==> config.mk <==
export PLATFORM = sky130hd
export DESIGN_NAME = data_acc_array_flat
export DESIGN_NICKNAME = d
export VERILOG_FILES = /design/src/rtl/data_acc_pkg.sv /design/src/rtl/data_acc_if.sv /design/src/rtl/data_acc_lane.sv /design/src/rtl/data_acc_array.sv /design/src/flat_wrapper.sv
export SDC_FILE = /design/constraint.sdc
export NUM_CORES = 1
export LEC_CHECK = 0
export ABC_AREA = 0
export ABC_CLOCK_PERIOD_IN_PS = 12800
export CAP_MARGIN = 20
export CORE_MARGIN = 2
export CORE_UTILIZATION = 55
export DETAILED_ROUTE_END_ITERATION = 7
export HOLD_SLACK_MARGIN = 0.15
export PLACE_DENSITY = 0.85
export SYNTH_ARGS = -nofsm -noshare
export SYNTH_HDL_FRONTEND = slang
export SYNTH_HIERARCHICAL = 1
export SYNTH_SLANG_ARGS = --single-unit
==> constraint.sdc <==
create_clock -name clk -period 12.8 [get_ports clk]
set_input_delay 1.28 -clock clk [delete_from_list [all_inputs] [get_ports clk]]
set_output_delay 1.28 -clock clk [all_outputs]
set_load 0.005 [all_outputs]
==> src/rtl/data_acc_pkg.sv <==
// -----------------------------------------------------------------------------
// data_acc_pkg
// Shared configuration for the multi-lane correlator accumulator: data widths,
// lane count, lane-index width, drain FSM state type and the saturating adder
// used by every lane.
// -----------------------------------------------------------------------------
package data_acc_pkg;

    localparam int ACC_DATA_WIDTH = 16;  // accumulator / result width, two's complement
    localparam int IQ_DATA_WIDTH  = 6;   // wiped-off sample width, two's complement
    localparam int CHANNEL_NUM    = 3;   // number of code-phase lanes, >= 1
    localparam int COH_CNT_WIDTH  = 8;   // coherent length counter width
    localparam int IDX_WIDTH      = (CHANNEL_NUM > 1) ? $clog2(CHANNEL_NUM) : 1;

    typedef logic [ACC_DATA_WIDTH-1:0] acc_t;
    typedef logic [IQ_DATA_WIDTH-1:0]  iq_t;
    typedef logic [IDX_WIDTH-1:0]      idx_t;
    typedef logic [COH_CNT_WIDTH-1:0]  coh_t;

    localparam idx_t LAST_IDX = idx_t'(CHANNEL_NUM - 1);

    typedef enum logic {
        ST_IDLE,
        ST_DRAIN
    } drain_state_t;

    // acc + sign_ext(sample) evaluated one bit wider than the accumulator so
    // overflow shows up as a disagreement between the top two bits.
    function automatic acc_t sat_add(input acc_t acc, input iq_t sample, input logic sat_en);
        logic [ACC_DATA_WIDTH:0] sum;
        sum = {acc[ACC_DATA_WIDTH-1], acc}
            + {{(ACC_DATA_WIDTH + 1 - IQ_DATA_WIDTH){sample[IQ_DATA_WIDTH-1]}}, sample};
        if (sat_en && (sum[ACC_DATA_WIDTH] != sum[ACC_DATA_WIDTH-1])) begin
            return sum[ACC_DATA_WIDTH] ? {1'b1, {(ACC_DATA_WIDTH-1){1'b0}}}
                                       : {1'b0, {(ACC_DATA_WIDTH-1){1'b1}}};
        end
        return sum[ACC_DATA_WIDTH-1:0];
    endfunction

endpackage

==> src/rtl/data_acc_if.sv <==
// -----------------------------------------------------------------------------
// data_acc_if
// Dump port of the correlator accumulator: frozen coherent sums drained one
// lane per accepted word over a valid/ready handshake.
//   dump_valid  master->slave  word valid
//   dump_ready  slave->master  consumer accepts word
//   dump_idx    master->slave  lane of current word
//   dump_i/q    master->slave  frozen coherent sums
//   dump_last   master->slave  dump_idx is the last lane
// -----------------------------------------------------------------------------
interface data_acc_if;
    import data_acc_pkg::*;

    logic dump_valid;
    logic dump_ready;
    idx_t dump_idx;
    acc_t dump_i;
    acc_t dump_q;
    logic dump_last;

    modport master (
        output dump_valid, dump_idx, dump_i, dump_q, dump_last,
        input  dump_ready
    );

    modport slave (
        input  dump_valid, dump_idx, dump_i, dump_q, dump_last,
        output dump_ready
    );

endinterface

==> src/rtl/data_acc_lane.sv <==
// -----------------------------------------------------------------------------
// data_acc_lane
// One correlator lane: selects the positive or negative wiped-off sample by
// the lane's PRN bit and accumulates it with optional saturation.
//   clk, rst            clock, synchronous active-high reset
//   i_load, i_load_i/q  context restore of this lane (highest priority)
//   i_clear             zero the lane
//   i_accept            sample accepted this cycle
//   i_restart           coherent dump: lane restarts from zero
//   i_prn, i_sat_en     code bit, 1 = clamp on overflow
//   i_pos_*, i_neg_*    samples for prn bit 0 / 1
//   o_acc_i/q           live accumulator
//   o_sum_i/q           accumulator plus current sample (dump value)
// -----------------------------------------------------------------------------
module data_acc_lane
    import data_acc_pkg::*;
(
    input  logic clk,
    input  logic rst,
    input  logic i_load,
    input  acc_t i_load_i,
    input  acc_t i_load_q,
    input  logic i_clear,
    input  logic i_accept,
    input  logic i_restart,
    input  logic i_prn,
    input  logic i_sat_en,
    input  iq_t  i_pos_i,
    input  iq_t  i_pos_q,
    input  iq_t  i_neg_i,
    input  iq_t  i_neg_q,
    output acc_t o_acc_i,
    output acc_t o_acc_q,
    output acc_t o_sum_i,
    output acc_t o_sum_q
);

    acc_t r_acc_i;
    acc_t r_acc_q;
    iq_t  w_sel_i;
    iq_t  w_sel_q;

    assign w_sel_i = i_prn ? i_neg_i : i_pos_i;
    assign w_sel_q = i_prn ? i_neg_q : i_pos_q;

    assign o_sum_i = sat_add(r_acc_i, w_sel_i, i_sat_en);
    assign o_sum_q = sat_add(r_acc_q, w_sel_q, i_sat_en);

    always_ff @(posedge clk) begin
        if (rst) begin
            r_acc_i <= '0;
            r_acc_q <= '0;
        end else if (i_load) begin
            r_acc_i <= i_load_i;
            r_acc_q <= i_load_q;
        end else if (i_clear) begin
            r_acc_i <= '0;
            r_acc_q <= '0;
        end else if (i_accept) begin
            // On a dump the sum including this sample goes to the shadow
            // buffer; the lane itself starts the next period from zero.
            r_acc_i <= i_restart ? '0 : o_sum_i;
            r_acc_q <= i_restart ? '0 : o_sum_q;
        end
    end

    assign o_acc_i = r_acc_i;
    assign o_acc_q = r_acc_q;

endmodule

==> src/rtl/data_acc_array.sv <==
// -----------------------------------------------------------------------------
// data_acc_array
// Multi-lane correlator accumulator. CHANNEL_NUM lanes share one I/Q sample
// stream; a shared coherent-length counter triggers dumps that freeze all lane
// sums into a shadow buffer, which is then drained lane by lane.
//   clk, rst                    clock, synchronous active-high reset
//   acc_in_en/idx, i/q_acc_i    context restore of one lane
//   acc_clear                   zero all lanes and the coherent counter
//   data_valid, *_data_pos/neg  sample strobe and samples for prn 0 / 1
//   prn_code                    per-lane code bit
//   coh_length                  samples per coherent dump, 0 = no dumps
//   sat_en                      1 = clamp on overflow, 0 = wrap
//   i_acc_o, q_acc_o            live accumulators, lane k at [k*ACC +: ACC]
//   dump                        dump port (valid/ready, idx, i/q, last)
//   overrun, overrun_clr        sticky lost-dump flag and its clear
// -----------------------------------------------------------------------------
module data_acc_array
    import data_acc_pkg::*;
(
    input  logic                                  clk,
    input  logic                                  rst,
    input  logic                                  acc_in_en,
    input  idx_t                                  acc_in_idx,
    input  acc_t                                  i_acc_i,
    input  acc_t                                  q_acc_i,
    input  logic                                  acc_clear,
    input  logic                                  data_valid,
    input  iq_t                                   i_data_pos,
    input  iq_t                                   q_data_pos,
    input  iq_t                                   i_data_neg,
    input  iq_t                                   q_data_neg,
    input  logic [CHANNEL_NUM-1:0]                prn_code,
    input  coh_t                                  coh_length,
    input  logic                                  sat_en,
    output logic [CHANNEL_NUM*ACC_DATA_WIDTH-1:0] i_acc_o,
    output logic [CHANNEL_NUM*ACC_DATA_WIDTH-1:0] q_acc_o,
    data_acc_if.master                            dump,
    output logic                                  overrun,
    input  logic                                  overrun_clr
);

    coh_t         r_coh_cnt;
    drain_state_t r_state;
    logic         r_dump_valid;
    idx_t         r_dump_idx;
    logic         r_overrun;
    acc_t         r_shadow_i [CHANNEL_NUM];
    acc_t         r_shadow_q [CHANNEL_NUM];

    acc_t         w_sum_i [CHANNEL_NUM];
    acc_t         w_sum_q [CHANNEL_NUM];
    logic         w_accept;
    logic         w_dump_event;
    logic         w_final_hs;
    logic         w_overrun_set;

    // A restore or clear in the same cycle drops the sample for every lane.
    assign w_accept      = data_valid && !acc_in_en && !acc_clear;
    assign w_dump_event  = w_accept && (coh_length != '0)
                        && (r_coh_cnt == coh_length - coh_t'(1));
    assign w_final_hs    = (r_state == ST_DRAIN) && dump.dump_ready && (r_dump_idx == LAST_IDX);
    assign w_overrun_set = w_dump_event && (r_state == ST_DRAIN) && !w_final_hs;

    genvar k;
    generate
        for (k = 0; k < CHANNEL_NUM; k++) begin : g_lane
            data_acc_lane u_lane (
                .clk      (clk),
                .rst      (rst),
                .i_load   (acc_in_en && (acc_in_idx == idx_t'(k))),
                .i_load_i (i_acc_i),
                .i_load_q (q_acc_i),
                .i_clear  (acc_clear),
                .i_accept (w_accept),
                .i_restart(w_dump_event),
                .i_prn    (prn_code[k]),
                .i_sat_en (sat_en),
                .i_pos_i  (i_data_pos),
                .i_pos_q  (q_data_pos),
                .i_neg_i  (i_data_neg),
                .i_neg_q  (q_data_neg),
                .o_acc_i  (i_acc_o[k*ACC_DATA_WIDTH +: ACC_DATA_WIDTH]),
                .o_acc_q  (q_acc_o[k*ACC_DATA_WIDTH +: ACC_DATA_WIDTH]),
                .o_sum_i  (w_sum_i[k]),
                .o_sum_q  (w_sum_q[k])
            );
        end
    endgenerate

    // Coherent counter: holds across a restore, wraps freely if coh_length is
    // lowered below the current count.
    always_ff @(posedge clk) begin
        if (rst) begin
            r_coh_cnt <= '0;
        end else if (!acc_in_en) begin
            if (acc_clear) begin
                r_coh_cnt <= '0;
            end else if (data_valid) begin
                if ((coh_length == '0) || w_dump_event) begin
                    r_coh_cnt <= '0;
                end else begin
                    r_coh_cnt <= r_coh_cnt + coh_t'(1);
                end
            end
        end
    end

    // Drain FSM. The shadow buffer is only written from IDLE or on the cycle
    // of the final handshake, so the word on the port never changes while
    // it is waiting for ready.
    always_ff @(posedge clk) begin
        if (rst) begin
            r_state      <= ST_IDLE;
            r_dump_valid <= 1'b0;
            r_dump_idx   <= '0;
            r_overrun    <= 1'b0;
            for (int unsigned i = 0; i < CHANNEL_NUM; i++) begin
                r_shadow_i[i] <= '0;
                r_shadow_q[i] <= '0;
            end
        end else begin
            unique case (r_state)
                ST_IDLE: begin
                    if (w_dump_event) begin
                        for (int unsigned i = 0; i < CHANNEL_NUM; i++) begin
                            r_shadow_i[i] <= w_sum_i[i];
                            r_shadow_q[i] <= w_sum_q[i];
                        end
                        r_dump_idx   <= '0;
                        r_dump_valid <= 1'b1;
                        r_state      <= ST_DRAIN;
                    end
                end
                ST_DRAIN: begin
                    if (dump.dump_ready) begin
                        if (r_dump_idx == LAST_IDX) begin
                            r_dump_idx <= '0;
                            if (w_dump_event) begin
                                for (int unsigned i = 0; i < CHANNEL_NUM; i++) begin
                                    r_shadow_i[i] <= w_sum_i[i];
                                    r_shadow_q[i] <= w_sum_q[i];
                                end
                            end else begin
                                r_dump_valid <= 1'b0;
                                r_state      <= ST_IDLE;
                            end
                        end else begin
                            r_dump_idx <= r_dump_idx + idx_t'(1);
                        end
                    end
                end
                default: begin
                    r_state      <= ST_IDLE;
                    r_dump_valid <= 1'b0;
                end
            endcase

            // A new overrun wins over a simultaneous clear.
            if (w_overrun_set) begin
                r_overrun <= 1'b1;
            end else if (overrun_clr) begin
                r_overrun <= 1'b0;
            end
        end
    end

    assign dump.dump_valid = r_dump_valid;
    assign dump.dump_idx   = r_dump_idx;
    assign dump.dump_i     = r_shadow_i[r_dump_idx];
    assign dump.dump_q     = r_shadow_q[r_dump_idx];
    assign dump.dump_last  = (r_dump_idx == LAST_IDX);
    assign overrun         = r_overrun;

endmodule

==> src/flat_wrapper.sv <==
// flat-port wrapper written by rule: the top's interface ports become plain ports
module data_acc_array_flat import data_acc_pkg::*;
  (clk, rst, acc_in_en, acc_in_idx, i_acc_i, q_acc_i, acc_clear, data_valid, i_data_pos, q_data_pos, i_data_neg, q_data_neg, prn_code, coh_length, sat_en, i_acc_o, q_acc_o, overrun, overrun_clr, dump_dump_valid, dump_dump_idx, dump_dump_i, dump_dump_q, dump_dump_last, dump_dump_ready);
  data_acc_if dump_i ();
  input  logic clk;
  input  logic rst;
  input  logic acc_in_en;
  input  idx_t acc_in_idx;
  input  acc_t i_acc_i;
  input  acc_t q_acc_i;
  input  logic acc_clear;
  input  logic data_valid;
  input  iq_t i_data_pos;
  input  iq_t q_data_pos;
  input  iq_t i_data_neg;
  input  iq_t q_data_neg;
  input  logic [CHANNEL_NUM-1:0] prn_code;
  input  coh_t coh_length;
  input  logic sat_en;
  output logic [CHANNEL_NUM*ACC_DATA_WIDTH-1:0] i_acc_o;
  output logic [CHANNEL_NUM*ACC_DATA_WIDTH-1:0] q_acc_o;
  output logic overrun;
  input  logic overrun_clr;
  output wire logic [$bits(dump_i.dump_valid)-1:0] dump_dump_valid;
  output wire logic [$bits(dump_i.dump_idx)-1:0] dump_dump_idx;
  output wire logic [$bits(dump_i.dump_i)-1:0] dump_dump_i;
  output wire logic [$bits(dump_i.dump_q)-1:0] dump_dump_q;
  output wire logic [$bits(dump_i.dump_last)-1:0] dump_dump_last;
  input wire logic [$bits(dump_i.dump_ready)-1:0] dump_dump_ready;
  assign dump_dump_valid = dump_i.dump_valid;
  assign dump_dump_idx = dump_i.dump_idx;
  assign dump_dump_i = dump_i.dump_i;
  assign dump_dump_q = dump_i.dump_q;
  assign dump_dump_last = dump_i.dump_last;
  assign dump_i.dump_ready = dump_dump_ready;
  data_acc_array u_core (.clk(clk), .rst(rst), .acc_in_en(acc_in_en), .acc_in_idx(acc_in_idx), .i_acc_i(i_acc_i), .q_acc_i(q_acc_i), .acc_clear(acc_clear), .data_valid(data_valid), .i_data_pos(i_data_pos), .q_data_pos(q_data_pos), .i_data_neg(i_data_neg), .q_data_neg(q_data_neg), .prn_code(prn_code), .coh_length(coh_length), .sat_en(sat_en), .i_acc_o(i_acc_o), .q_acc_o(q_acc_o), .dump(dump_i), .overrun(overrun), .overrun_clr(overrun_clr));
endmodule
==> results.json, run 1 <==
{
  "fp.dieW_um": 175.5,
  "maxCapViolations": 0,
  "slew_headroom": 0.2034,
  "cp-start-kind": "input port",
  "holdBufCountCts": 0,
  "grt_max_degree": 96,
  "r2r-start": "u_core/r_coh_cnt[2]",
  "cellLeakagePower_nw": 7.490,
  "worstMarginPinSlew_ns": 1.195,
  "flop_area_mm2": 0.005107,
  "insertion_delay_ns": 0.52,
  "rrSetupSlack_ns": 8.72,
  "grt_usage": 0.3393,
  "slew_viol_final": 0,
  "fmax_ghz": 0.1855,
  "yosysChipArea_mm2": 0.01617,
  "top_area_cell": "edfxtp_1",
  "grt_pass1_wl_mm": 82.25,
  "drive_above_1_share": 0.09187,
  "cts_resized": 0,
  "worst_setup_hold_path_clk_slew_ns": 0.06,
  "io_pins": 210,
  "avgViaCountPerCell": 6.408,
  "nNetsFinal": 2256,
  "diodes": 0,
  "fin_crit_ns": 5.392,
  "post_cts_buffers": 0,
  "comb_share": 0.5446,
  "dieHeight_um": 175.5,
  "hold_class": "reg -> reg",
  "holdPathEnd": "u_core/dump.dump_valid",
  "root_buffer": "clkbuf_16",
  "synthArstFlopShare": 0,
  "hold_viol_final": 0,
  "use_met1": 0.4811,
  "end_kind": "flop",
  "power_density_mw_per_mm2": 130.1,
  "run_status": "completed",
  "arrival_ns": 5.77,
  "vdd_ir_drop_max_mv": 0.09476
}
[run 1: cell families (layout without fill, tap and decap cells)]
logic type / count (synthesis) / in the layout / share of synthesized area
muxes: 87 / 87 / 0.05786
and+or+nand+nor: 749 / 749 / 0.2330
DFF: 207 / 207 / 0.3156
adders and majority gates: 107 / 107 / 0.08556
AOI/OAI and AO/OA: 547 / 547 / 0.2224
xor gates and xnor gates: 90 / 90 / 0.04873
buffers and inverters: 140 / 303 / 0.03682
[run 1: registers in the layout (all words and copies together) (netlist names), named ones only]
signal                        count
u_core/dump.dump_valid            1
u_core/overrun                    1
u_core/dump.dump_idx              2
u_core/r_shadow_i                48
u_core/r_coh_cnt                  8
u_core/g_lane.u_lane/o_acc_q     48
u_core/r_state                    1
u_core/g_lane.u_lane/o_acc_i     48
u_core/r_shadow_q                48
[run 1: worst max-delay path, cell delays in order]
cell	delay, ns
clkdlybuf4s50_1	0.50
or3_1	0.45
or3_1	0.40
a21o_1	0.22
a311oi_4	0.69
nand2b_1	0.32
inv_1	0.26
or3_1	0.95
nor4_1	0.09
a2111oi_0	0.46
a211oi_1	0.14
[run 1: power breakdown]
group          internal, W  switching (W)  leakage [nW]
combinational     0.000429       0.000564          5.18
clock             0.000433       0.000291         0.415
sequential        0.000741      0.0000510          1.89
total              0.00160       0.000906          7.49
[run 1: placed cells by master (no fill, tap or decap), types with 13 or more instances in the layout]
cell             Yosys  layout
a211o_1             16      16
a211oi_1            28      28
a21o_1              43      43
a21oi_1            118     118
a311oi_1            60      60
buf_4                1      18
clkbuf_16            0      25
clkdlybuf4s50_1      0     207
dfxtp_1            111     109
edfxtp_1            96      96
ha_1               101     101
inv_1               29      29
mux2_2              40      40
mux2i_1             44      44
nand2_1            236     236
nand3_1             25      25
nor2_1             199     198
nor2b_1             72      72
nor2b_2             40      40
nor3_1              26      26
o21a_1              13      13
o21ai_0            170     169
o21ai_1             15      15
o21bai_1            15      15
or3_1               74      73
xnor2_1             43      43
xor2_1              47      47
[run 1: per-stage QoR]
stage | cell area, µm² | std cells | util | hold WS (ns)
3_5_place_dp | 18420 | 2429 | 0.6384 | 0.4713
4_1_cts | 19250 | 2473 | 0.6672 | 0.4897
6_report | 19280 | 2474 | 0.6682 | 0.4851
2_1_floorplan | 16170 | 1927 | - | 0.4657
5_1_grt | 19280 | 2474 | 0.6682 | 0.5234
3_3_place_gp | 18420 | 2429 | 0.6384 | 0.4738
[run 1: worst max path at each step]
| stage | slack (ns) | endpoint | cells past startpoint |
|---|---|---|---|
| after detailed placement | 6.93 | u_core/r_shadow_i[2][5] | 11 |
| after floorplan | 2.52 | u_core/r_shadow_i[0][0] | 6 |
| after CTS | 7.48 | u_core/r_shadow_i[2][3] | 11 |
| after global placement | 7.03 | u_core/r_shadow_i[2][5] | 11 |
| final | 7.41 | u_core/g_lane[2].u_lane/o_acc_q[15] | 11 |
| after global routing | 7.20 | u_core/g_lane[2].u_lane/o_acc_q[15] | 11 |
[run 1: routing by layer]
layer,part of all wire,routed length (µm)
met1,0.41,22310
met2,0.44,24030
met3,0.12,6384
met4,0.027,1477
met5,0,0
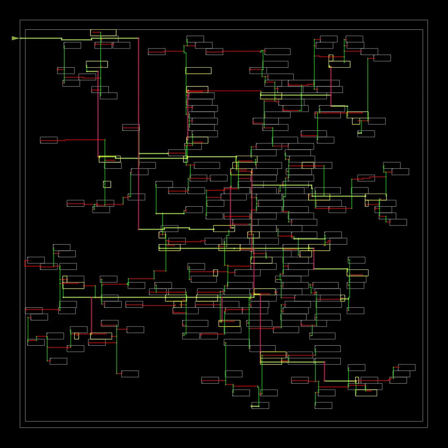
Fig. 1. Clock wiring as the flow saved it (run 1).
CTS buffer count: 24
CTS sink cnt: 207
flop count: 207

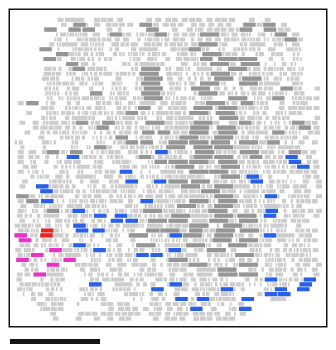
Fig. 2. Sequential cells coloured by netlist name (run 1).
The bar under the picture is 50 µm long. Other sequential cells in the stronger grey, the rest of the logic in the fainter grey.
| colour | netlist name | sequential cells |
|---|---|---|
| blue | u_core/g_lane.u_lane/o_acc_q | 48 |
| red | u_core/dump.dump_idx | 2 |
| magenta | u_core/r_coh_cnt | 8 |
not coloured: 149

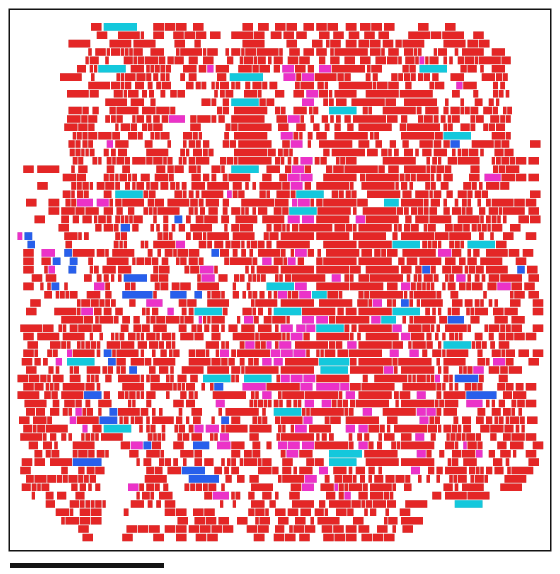
Fig. 3. Cells by drive strength (run 1).
The bar under the picture is 50 µm long.
| colour | size | cells |
|---|---|---|
| magenta | drive 2 | 126 |
| blue | drive 3 to 4 | 34 |
| cyan | drive 6 and up | 32 |
| red | drive 1 or less | 1898 |

==> run 1 -> run 2 <==
- ABC_CLOCK_PERIOD_IN_PS: 12800 -> 4800
- CORE_UTILIZATION: 55 -> 52
- PLACE_DENSITY: 0.85 -> 0.84
- clock period: 12.8 -> 4.8 ns (I/O delays scaled with it)
==> results.json, run 2 <==
{
  "run_status": "completed",
  "synthAdderAreaFrac": 0.08556,
  "clkSinkCount": 207,
  "maxCapViolations": 0,
  "hold_class": "in -> reg",
  "grt_usage": 0.3221,
  "cellLeakagePower_nw": 7.562,
  "p_sw_w": 0.002418,
  "yosysChipArea_mm2": 0.01617,
  "drive_above_1_share": 0.09659,
  "synth_warnings": 6,
  "xor_area_frac": 0.04874,
  "grt_max_degree": 97,
  "io_pins": 210,
  "arrival_ns": 4.64,
  "power_density_mw_per_mm2": 341.1,
  "p_comb_frac": 0.406,
  "yosys.area_share.simple": 0.2330,
  "insertion_delay_ns": 0.53,
  "slew_headroom": 0.2184,
  "fp.dieW_um": 180.4,
  "worstMarginPinSlew_ns": 1.163,
  "p_int_w": 0.004207,
  "final_util": 0.6349,
  "end_kind": "flop",
  "holdBufCountCts": 0,
  "post_cts_buffers": 0,
  "cts_resized": 0,
  "report.final.setup_viol": 0,
  "hold_viol_final": 0,
  "avgViaCountPerCell": 6.375,
  "dpl_cell_area_mm2": 0.01867,
  "port_buffers": 209,
  "dieHeight_um": 180.4,
  "nNetsFinal": 2279,
  "top_area_cell": "edfxtp_1",
  "swShare": 0.3649,
  "fin_crit_ns": 4.381,
  "lay_top_count": "nand2_1",
  "diodes": 0,
  "design_area_mm2": 0.01942,
  "ys_sh_mux": 0.05786,
  "fmax_ghz": 0.2283,
  "worst_setup_hold_path_clk_slew_ns": 0.06,
  "cts_buffers": 24,
  "grt_pass1_wl_mm": 84.50,
  "synthArstFlopShare": 0,
  "slew_viol_final": 0,
  "synth.logic.top_family": "simple AND/OR/NAND/NOR gates",
  "r2r-start": "u_core/g_lane[0].u_lane/o_acc_i[0]"
}
==> run 2: cell count changes in the layout (fill, tap and decap cells not counted), moves of 3 or more <==
cell,previous run,this run
clkbuf_1,0,8
clkbuf_8,3,0
buf_4,18,38
clkinv_4,3,0
buf_12,0,4
clkinv_2,7,4
==> run 2: cell families after synthesis <==
group           Yosys count
simple gates            749
compound gates          547
mux                      87
buf+inv                 140
xor+xnor                 90
flops                   207
fa+ha+maj               107
==> run 2: per-stage QoR <==
step                instances  hold slack, ns  power, W  worst slack, ns
detailed placement       2465          0.4881  0.004727          0.02006
global placement         2465          0.4679  0.004677           0.1567
finish                   2508          0.4616  0.006625           0.4188
CTS                      2508          0.4378  0.006549           0.5178
floorplan                1927          0.4657  0.003831           0.6789
global route             2508          0.4692  0.006914           0.2242
==> run 2: final cells by class <==
| class | count | area, µm² |
|---|---|---|
| clock buffers | 33 | 655.6 |
| clock inverters | 10 | 98.84 |
| fillers | 2551 | 11170 |
| inverters | 32 | 120.1 |
| multi-input cells | 1580 | 10500 |
| flip-flops and latches | 207 | 5107 |
| well taps | 396 | 495.5 |
| repair buffers | 250 | 2442 |
==> run 2: path summary, 6_finish.rpt <==
path / end / slack, ns
worst max-delay path: u_core/r_shadow_q[0][6] / 0.42
worst min-delay path: u_core/overrun / 0.46
worst max register to register: u_core/r_shadow_i[0][4] / 1.18
worst min register to register: u_core/dump.dump_valid / 0.51
==> run 2: power by group through the flow <==
| stage | clock network [W] | registers (W) | logic, W |
|---|---|---|---|
| 6_report | 0.00182 | 0.00212 | 0.00269 |
| 5_1_grt | 0.00189 | 0.00213 | 0.00289 |
| 4_1_cts | 0.00183 | 0.00211 | 0.00261 |
| 3_5_place_dp | 0 | 0.00215 | 0.00258 |
| 3_3_place_gp | 0 | 0.00215 | 0.00253 |
| 2_1_floorplan | 0 | 0.00211 | 0.00172 |
==> run 2: metal layers <==
metal | up-vias | share of wire | global-route usage
li1 | 7351 | - | -
met1 | 7572 | 0.41 | 0.4510
met2 | 953 | 0.44 | 0.4957
met3 | 113 | 0.12 | 0.07397
met4 | 0 | 0.029 | 0.09581
met5 | - | 0 | 0
==> run 2: critical path, cell delays in order <==
cell	delay [ns]
clkdlybuf4s50_1	0.75
buf_4	0.23
mux2_2	0.47
ha_1	0.44
a21o_1	0.18
a21o_1	0.11
a21o_1	0.22
nor3_1	0.11
nor4_4	0.50
mux2i_1	0.20
nand2_1	0.45
o21ai_0	0.27
nor2b_1	0.20
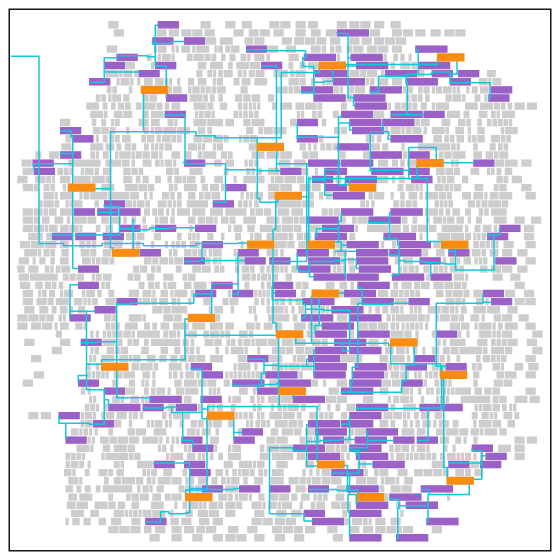
Fig. 4. Clock wires, drivers and flops (run 2).
[purple] flip-flops | count: 207
[cyan] clock wires | length: 2910 µm
[orange] cells driving clock nets | count: 24
routed clock nets: 25

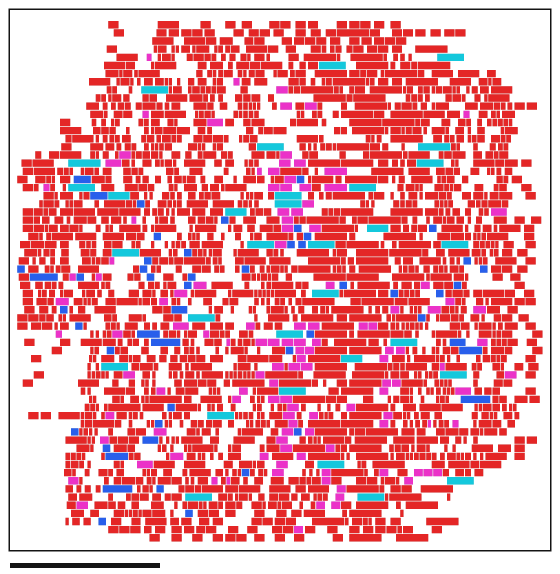
Fig. 5. Cells by drive strength (run 2).
The bar under the picture is 50 µm long.
| colour | size | cells |
|---|---|---|
| cyan | drive 6 and up | 31 |
| red | drive 1 or less | 1908 |
| magenta | drive 2 | 122 |
| blue | drive 3 to 4 | 51 |

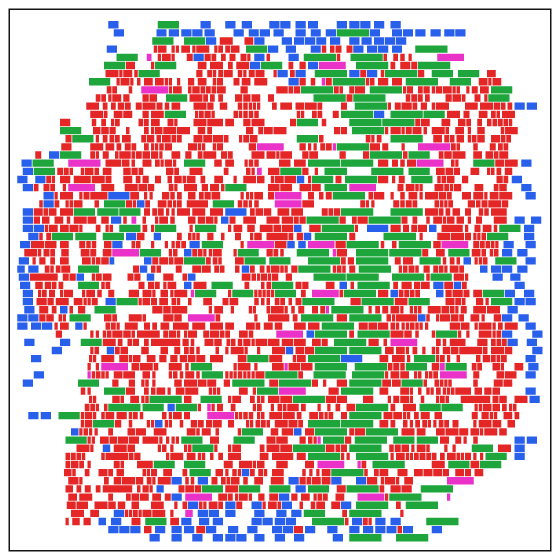
Fig. 6. Cell classes on the final placement (run 2).
| colour | class | cells |
|---|---|---|
| blue | other buffers and delay cells | 250 |
| red | all other logic | 1612 |
| magenta | clock drivers and dummy loads | 43 |
| green | flops | 207 |

Power figures rest on the tool's default switching activity, not on a simulated workload.
